===== src/rtl/cache_sram_array.sv =====
// ---------------------------------------------------------------------------
// cache_sram_array
//
// Single-port (1RW) synchronous SRAM model used for L1 cache tag and data
// arrays. It builds on the plain array model with three additions:
//   - per-group write masking (WMASK_WIDTH groups of DATA_WIDTH/WMASK_WIDTH bits)
//   - an init sequencer that writes INIT_VALUE to every entry after reset
//   - a flush sequencer, started by flush0, that does the same at run time
//
// Parameters
//   DATA_WIDTH   bits per word, a multiple of WMASK_WIDTH
//   ADDR_WIDTH   address bits, DEPTH = 1 << ADDR_WIDTH
//   WMASK_WIDTH  number of write-mask groups
//   INIT_VALUE   word written to every entry by init and flush
//
// Ports
//   clk0    in   clock, all state changes on posedge
//   rst_n   in   asynchronous active-low reset
//   csb0    in   active-low chip select
//   web0    in   active-low write enable
//   wmask0  in   per-group write enable, bit g covers din0[(g+1)*G-1 : g*G]
//   addr0   in   word address
//   din0    in   write data
//   flush0  in   flush request, honoured only while the array is idle
//   dout0   out  registered read data, holds when no read is performed
//   ready0  out  high while the array accepts accesses
// ---------------------------------------------------------------------------
module cache_sram_array #(
    parameter int                    DATA_WIDTH  = 24,
    parameter int                    ADDR_WIDTH  = 4,
    parameter int                    WMASK_WIDTH = 3,
    parameter logic [DATA_WIDTH-1:0] INIT_VALUE  = '0
) (
    input  logic                   clk0,
    input  logic                   rst_n,
    input  logic                   csb0,
    input  logic                   web0,
    input  logic [WMASK_WIDTH-1:0] wmask0,
    input  logic [ADDR_WIDTH-1:0]  addr0,
    input  logic [DATA_WIDTH-1:0]  din0,
    input  logic                   flush0,
    output logic [DATA_WIDTH-1:0]  dout0,
    output logic                   ready0
);

    localparam int                    DEPTH    = 1 << ADDR_WIDTH;
    localparam int                    GROUP_W  = DATA_WIDTH / WMASK_WIDTH;
    localparam logic [ADDR_WIDTH-1:0] LAST_PTR = '1;

    // A width that does not split evenly into mask groups would leave the
    // top bits permanently unwritable, so refuse to elaborate it.
    if ((DATA_WIDTH % WMASK_WIDTH) != 0) begin : g_bad_width
        $error("cache_sram_array: DATA_WIDTH must be a multiple of WMASK_WIDTH");
    end

    typedef enum logic [1:0] {
        ST_INIT  = 2'd0,
        ST_IDLE  = 2'd1,
        ST_FLUSH = 2'd2
    } state_t;

    state_t                  state;
    logic [ADDR_WIDTH-1:0]   ptr;
    logic [DATA_WIDTH-1:0]   mem [DEPTH];

    logic                    seq_p0;
    logic                    rd_p0;
    logic                    wr_p0;

    // Replace only the groups whose mask bit is set; the rest keep old data.
    function automatic logic [DATA_WIDTH-1:0] merge_word(
        input logic [DATA_WIDTH-1:0]  old_word,
        input logic [DATA_WIDTH-1:0]  new_word,
        input logic [WMASK_WIDTH-1:0] mask
    );
        logic [DATA_WIDTH-1:0] res;
        res = old_word;
        for (int g = 0; g < WMASK_WIDTH; g++) begin
            if (mask[g]) begin
                res[g*GROUP_W +: GROUP_W] = new_word[g*GROUP_W +: GROUP_W];
            end
        end
        return res;
    endfunction

    // ---- stage p0: access decode ------------------------------------------
    // While a sequencer owns the array every external request is dropped,
    // which is what keeps csb0/web0/flush0 inert outside IDLE.
    assign seq_p0 = (state != ST_IDLE);
    assign rd_p0  = (state == ST_IDLE) && !csb0 &&  web0;
    assign wr_p0  = (state == ST_IDLE) && !csb0 && !web0 && (|wmask0);

    // ---- stage p0 -> array: storage write port -----------------------------
    // Storage is deliberately not reset; the init sequencer rewrites it.
    always_ff @(posedge clk0) begin
        if (seq_p0) begin
            mem[ptr] <= INIT_VALUE;
        end else if (wr_p0) begin
            mem[addr0] <= merge_word(mem[addr0], din0, wmask0);
        end
    end

    // ---- stage p0 -> p1: sequencer FSM and registered outputs --------------
    always_ff @(posedge clk0 or negedge rst_n) begin
        if (!rst_n) begin
            state  <= ST_INIT;
            ptr    <= '0;
            ready0 <= 1'b0;
            dout0  <= '0;
        end else begin
            case (state)
                ST_INIT, ST_FLUSH: begin
                    // ptr wraps to 0 naturally on the last entry.
                    ptr <= ptr + ADDR_WIDTH'(1);
                    if (ptr == LAST_PTR) begin
                        state  <= ST_IDLE;
                        ready0 <= 1'b1;
                    end
                end
                ST_IDLE: begin
                    if (rd_p0) begin
                        dout0 <= mem[addr0];
                    end
                    // The access on this same edge still completes above.
                    if (flush0) begin
                        state  <= ST_FLUSH;
                        ptr    <= '0;
                        ready0 <= 1'b0;
                    end
                end
                default: begin
                    state  <= ST_INIT;
                    ptr    <= '0;
                    ready0 <= 1'b0;
                end
            endcase
        end
    end

endmodule


===== config.mk =====
export PLATFORM = sky130hd
export DESIGN_NAME = cache_sram_array
export DESIGN_NICKNAME = d
export VERILOG_FILES = /design/src/rtl/cache_sram_array.sv
export SDC_FILE = /design/constraint.sdc
export NUM_CORES = 1
export LEC_CHECK = 0
export CORE_MARGIN = 2
export CORE_UTILIZATION = 61
export CTS_CLUSTER_DIAMETER = 200
export DETAILED_ROUTE_END_ITERATION = 10
export GPL_ROUTABILITY_DRIVEN = 0
export MAX_ROUTING_LAYER = met4
export PLACE_DENSITY = 0.82
export SYNTH_ARGS = -nofsm -noshare
export SYNTH_HDL_FRONTEND = slang
export SYNTH_SLANG_ARGS = --single-unit
export TNS_END_PERCENT = 20

===== constraint.sdc =====
create_clock -name clk0 -period 3.5 [get_ports clk0]
set_input_delay 0.7 -clock clk0 [delete_from_list [all_inputs] [get_ports clk0]]
set_output_delay 0.7 -clock clk0 [all_outputs]
set_load 0.01 [all_outputs]

==> reports/qor.log, run 1 <==
qor: outcome.run_status finished, final reports clean
qor: pwr.pwr.group.sequential 0.00683 W
qor: job.max_cap_violations 0
qor: global_routing.grt_pass1_vias 9276
qor: pwr.p_clk_share 31.0%
qor: final_timing.report.final.hold_viol_count 0
qor: synth.synth.top_cell.area_share 69.6%
qor: final_timing.rsz0062_at_grt false
qor: setup_path.timing.critical_path.from_type primary input
qor: cts.postCtsResizedCells 0
qor: cts.clock_sink_count 415
qor: finish.post-route-cell-area 0.0194 sq mm
qor: setup_path.timing.critical_path.from csb0
qor: detailed_routing.drt-pass1-iter-count 5
qor: global_routing.wire_length_of_the_first_global_routing_pass 58.0 mm
qor: setup_path.r2r_end mem[13][13]
qor: finish.clockNetworkAreaShare 6.72%
qor: place.portBuffers 60
qor: detailed_routing.dr_wl_met3 3.48 mm
qor: final_timing.worst_pin_slew 1.11 ns
qor: final_timing.setup_viol 0
qor: setup_path.reg2reg_from state[0]
qor: setup_path.timing.critical_path.cells clkdlybuf4s50_1, or4b_1, nor4b_1, a31oi_2, nor2b_4
qor: global_routing.leftover_overflow_at_the_end_of_global_routing 0
qor: finish.ff_latch_area 0.0123 sq mm
qor: synth.synth_area_per_cell 19.4 sq um
qor: final_timing.achievable_clock_frequency 311 MHz
qor: synth.yosysUniqueCellTypes 41
qor: global_routing.grt_start_max_net_pins 49
qor: final_timing.min_period_over_period 92.0%
qor: detailed_routing.detail_route.wl_per_cell 28.6 um
qor: synth.synth_area_leader_cell sky130_fd_sc_hd__edfxtp_1
qor: finish.fillerInstances 1464
qor: finish.largest_class flip-flops and latches
qor: detailed_routing.antenna_left 0
qor: cts.post-cts-setup-buffers 0
qor: detailed_routing.detailroute.wirelength.met2 19.1 mm
qor: setup_path.r2r_cells 4
qor: pwr.pwr.group.combinational 0.00253 W
qor: synth.most_frequently_used_cell_type_in_the_post_synthesis_netlist sky130_fd_sc_hd__edfxtp_1
qor: global_routing.global_route.peak_usage_layer met2
qor: pwr.p_int 0.00993 W
qor: pwr.powerDensity 700 mW/mm^2
qor: finish.final_layout_size_suffix_gt1_share 27.6%
qor: final_timing.fin_ws 0.281 ns
qor: global_routing.grt.met1_usage 39.7%
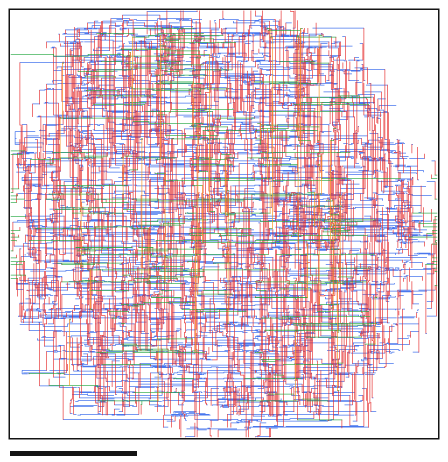
Figure 1: run 1, routed metal, one colour a layer.
The bar under the picture is 50 um long.
| layer | colour | wire length |
|---|---|---|
| met1 | blue | 14900 um |
| met4 | orange | 1240 um |
| met3 | green | 3480 um |
| met2 | red | 19100 um |
total wire length after detailed routing: 38.7 mm
GRT Resource Usage Total: 29.1%
via count: 8944

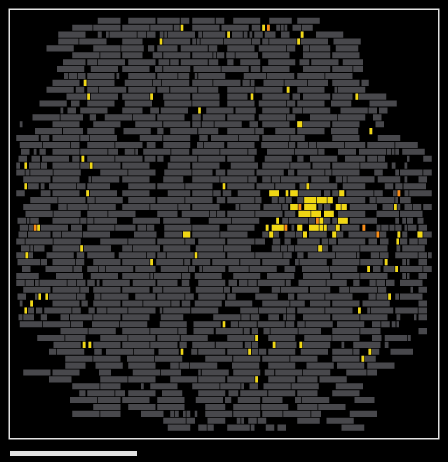
Figure 2: run 1, selected gate families.
The bar under the picture is 50 um long.
| family | colour | cells | most used |
|---|---|---|---|
| NOR gates | yellow | 80 | nor2_1 |
| inverters | orange | 8 | inv_1 |
share of the final layout cell area in multi-input gates: 20.6%
most common library cell in the layout ignoring fill and taps: sky130_fd_sc_hd__edfxtp_1
non-filler cells in the finished layout: 1355

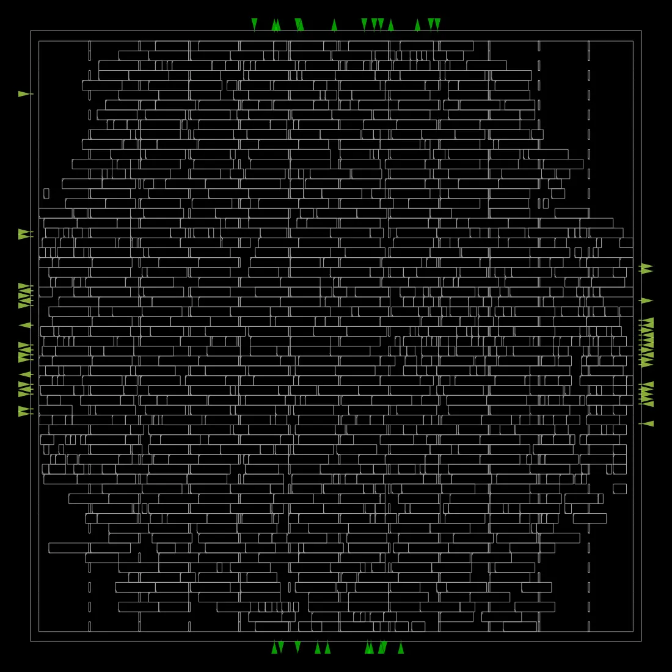
Figure 3: run 1, cell outlines without signal wires.
number of well taps: 341
register fraction of the total cell area: 63.5%
Core Region: 0.0268 sq mm

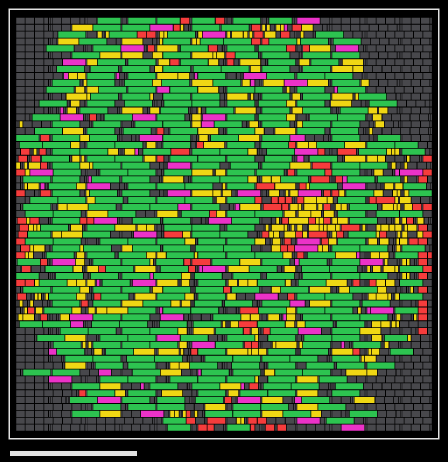
Figure 4: run 1, placed cells, one colour a class.
The bar under the picture is 50 um long. Fill, decap, tap and diode cells in grey.
| class | colour | cells | share of their area |
|---|---|---|---|
| other buffers and delay cells | red | 137 | 7.1% |
| clock drivers and dummy loads | magenta | 78 | 6.9% |
| flip-flops | green | 415 | 65% |
| all other logic | yellow | 384 | 21% |

Figure 5. The metal 4 layer (run 1).
The bar under the picture is 50 um long.
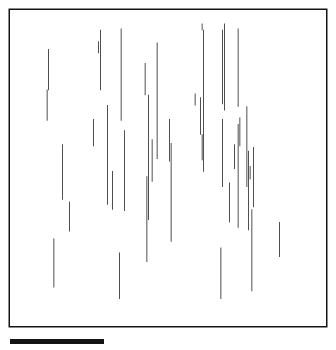

--- run 2 (diff from run 1) ---
--- a/config.mk
+++ b/config.mk
@@ -5,7 +5,6 @@
 export SDC_FILE = /design/constraint.sdc
 export NUM_CORES = 1
 export LEC_CHECK = 0
-export CORE_MARGIN = 2
 export CORE_UTILIZATION = 61
 export CTS_CLUSTER_DIAMETER = 200
 export DETAILED_ROUTE_END_ITERATION = 10
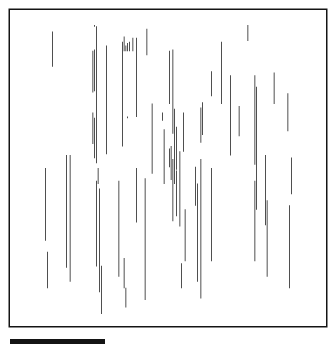
Figure 6: run 2, the metal 4 layer.
The bar under the picture is 50 um long.
main direction: vertical
share of all routed wire: 4.7%
nets with wire on the layer: 40
wire length on this layer: 1910 um
via count: 9115
total wire length after detailed routing: 40.4 mm

==> run 2 against run 1 <==
  * Area after synthesis unchanged
  * Synthesized cell count unchanged
  * Register-to-register slack improved by 0.44 ns
  * Non-clock buffer count increased by 18
  * Worst setup slack improved by 0.42 ns
  * Clock power increased by 4%
  * Global-route usage increased by 1.7 points
  * Die area decreased by 2.4%
  * Critical path depth increased by 1
  * Routed wire length increased by 4.2%
  * Maximum frequency increased by 15%
  * Clock skew decreased by 0.0031 ns
==> reports/qor.log, run 2 <==
qor: outcome.run_status finished, final reports clean
qor: finish.most_common_library_cell_in_the_layout_ignoring_fill_and_taps sky130_fd_sc_hd__edfxtp_1
qor: setup_path.r2r_end mem[6][6]
qor: global_routing.global_route.peak_usage_layer met2
qor: floorplan.floorplan.tapcells 335 [-1.8%]
qor: synth.synth_area_per_cell 19.4 sq um [unchanged]
qor: final_timing.report.final.hold_viol_count 0 [unchanged]
qor: finish.ff_latch_area 0.0123 sq mm [unchanged]
qor: synth.synth_area_leader_cell sky130_fd_sc_hd__edfxtp_1
qor: global_routing.wire_length_of_the_first_global_routing_pass 59.4 mm [+2.5%]
qor: pwr.powerDensity 706 mW/mm^2 [+0.91%]
qor: global_routing.global_route.usage.total 30.8% [+1.7 points]
qor: final_timing.rsz0062_at_grt false
qor: detailed_routing.drt-pass1-iter-count 5 [unchanged]
qor: final_timing.fin_ws 0.700 ns [+0.419 ns]
qor: finish.clockNetworkAreaShare 6.73% [about the same]
qor: detailed_routing.detailroute.wirelength.met2 19.3 mm [+1.2%]
qor: finish.post-route-cell-area 0.0195 sq mm [+0.31%]
qor: detailed_routing.antenna_left 0 [unchanged]
qor: synth.most_frequently_used_cell_type_in_the_post_synthesis_netlist sky130_fd_sc_hd__edfxtp_1
qor: global_routing.leftover_overflow_at_the_end_of_global_routing 0 [unchanged]
qor: finish.comb_area_share 20.3% [-0.32 points]
qor: pwr.pwr.group.sequential 0.00684 W [about the same]
qor: final_timing.worst_pin_slew 0.920 ns [-0.194 ns]
qor: floorplan.placeableCoreArea 0.0264 sq mm [-1.7%]
qor: cts.clock_sink_count 415 [unchanged]
qor: setup_path.timing.critical_path.cells clkdlybuf4s50_1, or4b_1, or2_2, a31oi_2, nor2_2, buf_4
qor: setup_path.reg2reg_from state[0]
qor: pwr.p_int 0.0101 W [+2.1%]
qor: place.portBuffers 60 [unchanged]
qor: finish.fillerInstances 1383 [-5.5%]
qor: final_timing.min_period_over_period 80.0% [-12 points]
qor: finish.largest_class flip-flops and latches
qor: cts.postCtsResizedCells 0 [unchanged]
qor: pwr.p_clk_share 31.8% [+0.8 points]
qor: final_timing.achievable_clock_frequency 357 MHz [+15%]
qor: pwr.pwr.group.combinational 0.00253 W [about the same]
qor: synth.synth.top_cell.area_share 69.6% [unchanged]
qor: finish.layoutNonFillerInstCount 1360 [+0.37%]
qor: detailed_routing.dr_wl_met3 3.98 mm [+15%]
qor: setup_path.r2r_cells 5 [+1]
qor: setup_path.timing.critical_path.from csb0
qor: synth.yosysUniqueCellTypes 41 [unchanged]
qor: final_timing.setup_viol 0 [unchanged]
Figure 7. Placed cells, one colour a class (run 2).
The bar under the picture is 50 um long. Fill, decap, tap and diode cells in grey.
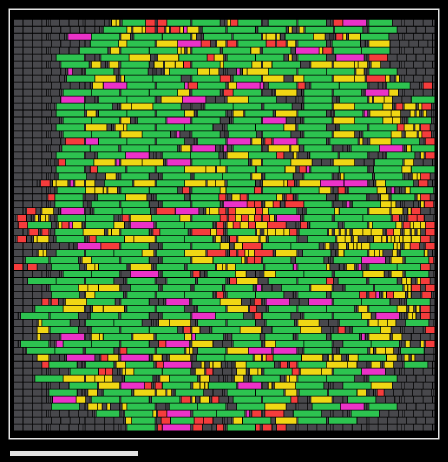

--- run 3 (diff from run 2) ---
--- a/config.mk
+++ b/config.mk
@@ -5,12 +5,12 @@
 export SDC_FILE = /design/constraint.sdc
 export NUM_CORES = 1
 export LEC_CHECK = 0
-export CORE_UTILIZATION = 61
+export CORE_UTILIZATION = 55
 export CTS_CLUSTER_DIAMETER = 200
 export DETAILED_ROUTE_END_ITERATION = 10
 export GPL_ROUTABILITY_DRIVEN = 0
 export MAX_ROUTING_LAYER = met4
-export PLACE_DENSITY = 0.82
+export PLACE_DENSITY = 0.78
 export SYNTH_ARGS = -nofsm -noshare
 export SYNTH_HDL_FRONTEND = slang
 export SYNTH_SLANG_ARGS = --single-unit
==> constraint.sdc (replaced) <==
create_clock -name clk0 -period 2.5 [get_ports clk0]
set_input_delay 0.5 -clock clk0 [delete_from_list [all_inputs] [get_ports clk0]]
set_output_delay 0.5 -clock clk0 [all_outputs]
set_load 0.01 [all_outputs]
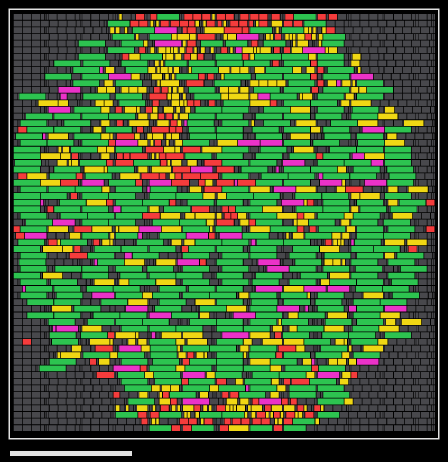
Figure 8: run 3, placed cells, one colour a class.
The bar under the picture is 50 um long. Fill, decap, tap and diode cells in grey.
| class | colour | cells | share of their area |
|---|---|---|---|
| flip-flops | green | 415 | 63% |
| all other logic | yellow | 384 | 21% |
| other buffers and delay cells | red | 189 | 9.9% |
| clock drivers and dummy loads | magenta | 73 | 6.8% |

==> run 3 against run 2 <==
  * The run now ends with negative setup slack left
  * Utilization fell by 5.9 points
  * Final cell count rose by 6.7%
  * Clock skew fell by 0.0086 ns
  * Sequential share of layout area fell by 2.1 points
  * Largest cell class unchanged
==> reports/qor.log, run 3 <==
qor: pwr.p_clk_share 31.4% [-0.4 points]
qor: global_routing.number_of_antenna_violations_at_the_first_check_in_global_routing 0
qor: setup_path.critical_path.top_delay_family simple AND/OR/NAND/NOR gates
qor: place.portBuffers 60 [unchanged]
qor: cts.postCtsResizedCells 1 [+1]
qor: cts.post-cts-setup-buffers 0
qor: cts.clock_sink_count 415 [unchanged]
qor: synth.netlist_area 0.0166 sq mm
qor: global_routing.global_route.usage.total 25.7% [-5.1 points]
qor: final_timing.fin_ws -0.0526 ns [-0.753 ns]
qor: setup_path.r2r_cells 5 [unchanged]
qor: setup_path.timing.critical_path.cells or4b_4, nor3_2, buf_4, a31oi_4, nor2_4
qor: pwr.p_sw 0.00503 W
qor: global_routing.leftover_overflow_at_the_end_of_global_routing 0 [unchanged]
qor: detailed_routing.dr_total_vias 8826 [-3.2%]
qor: synth.synth.top_cell.area_share 69.6% [unchanged]
qor: pwr.p_int 0.0145 W [+43%]
qor: finish.relative_area_change_from_synthesis_to_final_layout 21.4%
qor: final_timing.achievable_clock_frequency 392 MHz
qor: final_timing.min_period_over_period 102%
qor: finish.comb_area_share 19.9% [-0.33 points]
qor: setup_path.r2r_end mem[11][4]
qor: synth.synth_area_per_cell 19.4 sq um [unchanged]
qor: pwr.pwr.group.combinational 0.00386 W [+53%]
qor: pwr.pwr.group.sequential 0.00952 W [+39%]
qor: setup_path.reg2reg_from state[1]
qor: detailed_routing.drt-pass1-iter-count 5 [unchanged]
qor: outcome.violations negative setup slack
qor: synth.synth_area_leader_cell sky130_fd_sc_hd__edfxtp_1
qor: final_timing.setup_viol 24 [+24]
qor: detailed_routing.routedLengthMet1 14.5 mm
qor: finish.fillerInstances 1875 [+36%]
qor: global_routing.global_route.peak_usage_layer met2
qor: setup_path.timing.critical_path.from state[1]
qor: detailed_routing.wl 37.1 mm [-8.0%]
qor: outcome.run_status finished, violations left
qor: synth.yosysUniqueCellTypes 41 [unchanged]
qor: finish.clockNetworkAreaShare 6.64% [-0.087 points]
qor: global_routing.grt_start_max_net_pins 49
qor: detailed_routing.detailroute.wirelength.met2 19.1 mm [-1.2%]
qor: pwr.powerDensity 969 mW/mm^2 [+37%]
qor: final_timing.worst_pin_slew 1.02 ns [+0.102 ns]
qor: final_timing.rsz0062_at_grt true
qor: finish.final_cell_mix sky130_fd_sc_hd__edfxtp_1, sky130_fd_sc_hd__buf_4, sky130_fd_sc_hd__mux4_2
qor: finish.layoutNonFillerInstCount 1451 [+6.7%]
qor: finish.ff_latch_area 0.0123 sq mm [unchanged]
qor: finish.largest_class flip-flops and latches
qor: finish.most_common_library_cell_in_the_layout_ignoring_fill_and_taps sky130_fd_sc_hd__edfxtp_1
qor: setup_path.critPathCaptureType register
qor: global_routing.wire_length_of_the_first_global_routing_pass 55.5 mm [-6.6%]
qor: finish.post-route-cell-area 0.0201 sq mm [+3.4%]
qor: detailed_routing.dr_wl_met3 2.14 mm [-46%]
qor: floorplan.placeableCoreArea 0.0296 sq mm [+12%]
qor: floorplan.floorplan.tapcells 390 [+16%]
qor: synth.most_frequently_used_cell_type_in_the_post_synthesis_netlist sky130_fd_sc_hd__edfxtp_1
Power is estimated from default activity; no workload was simulated.
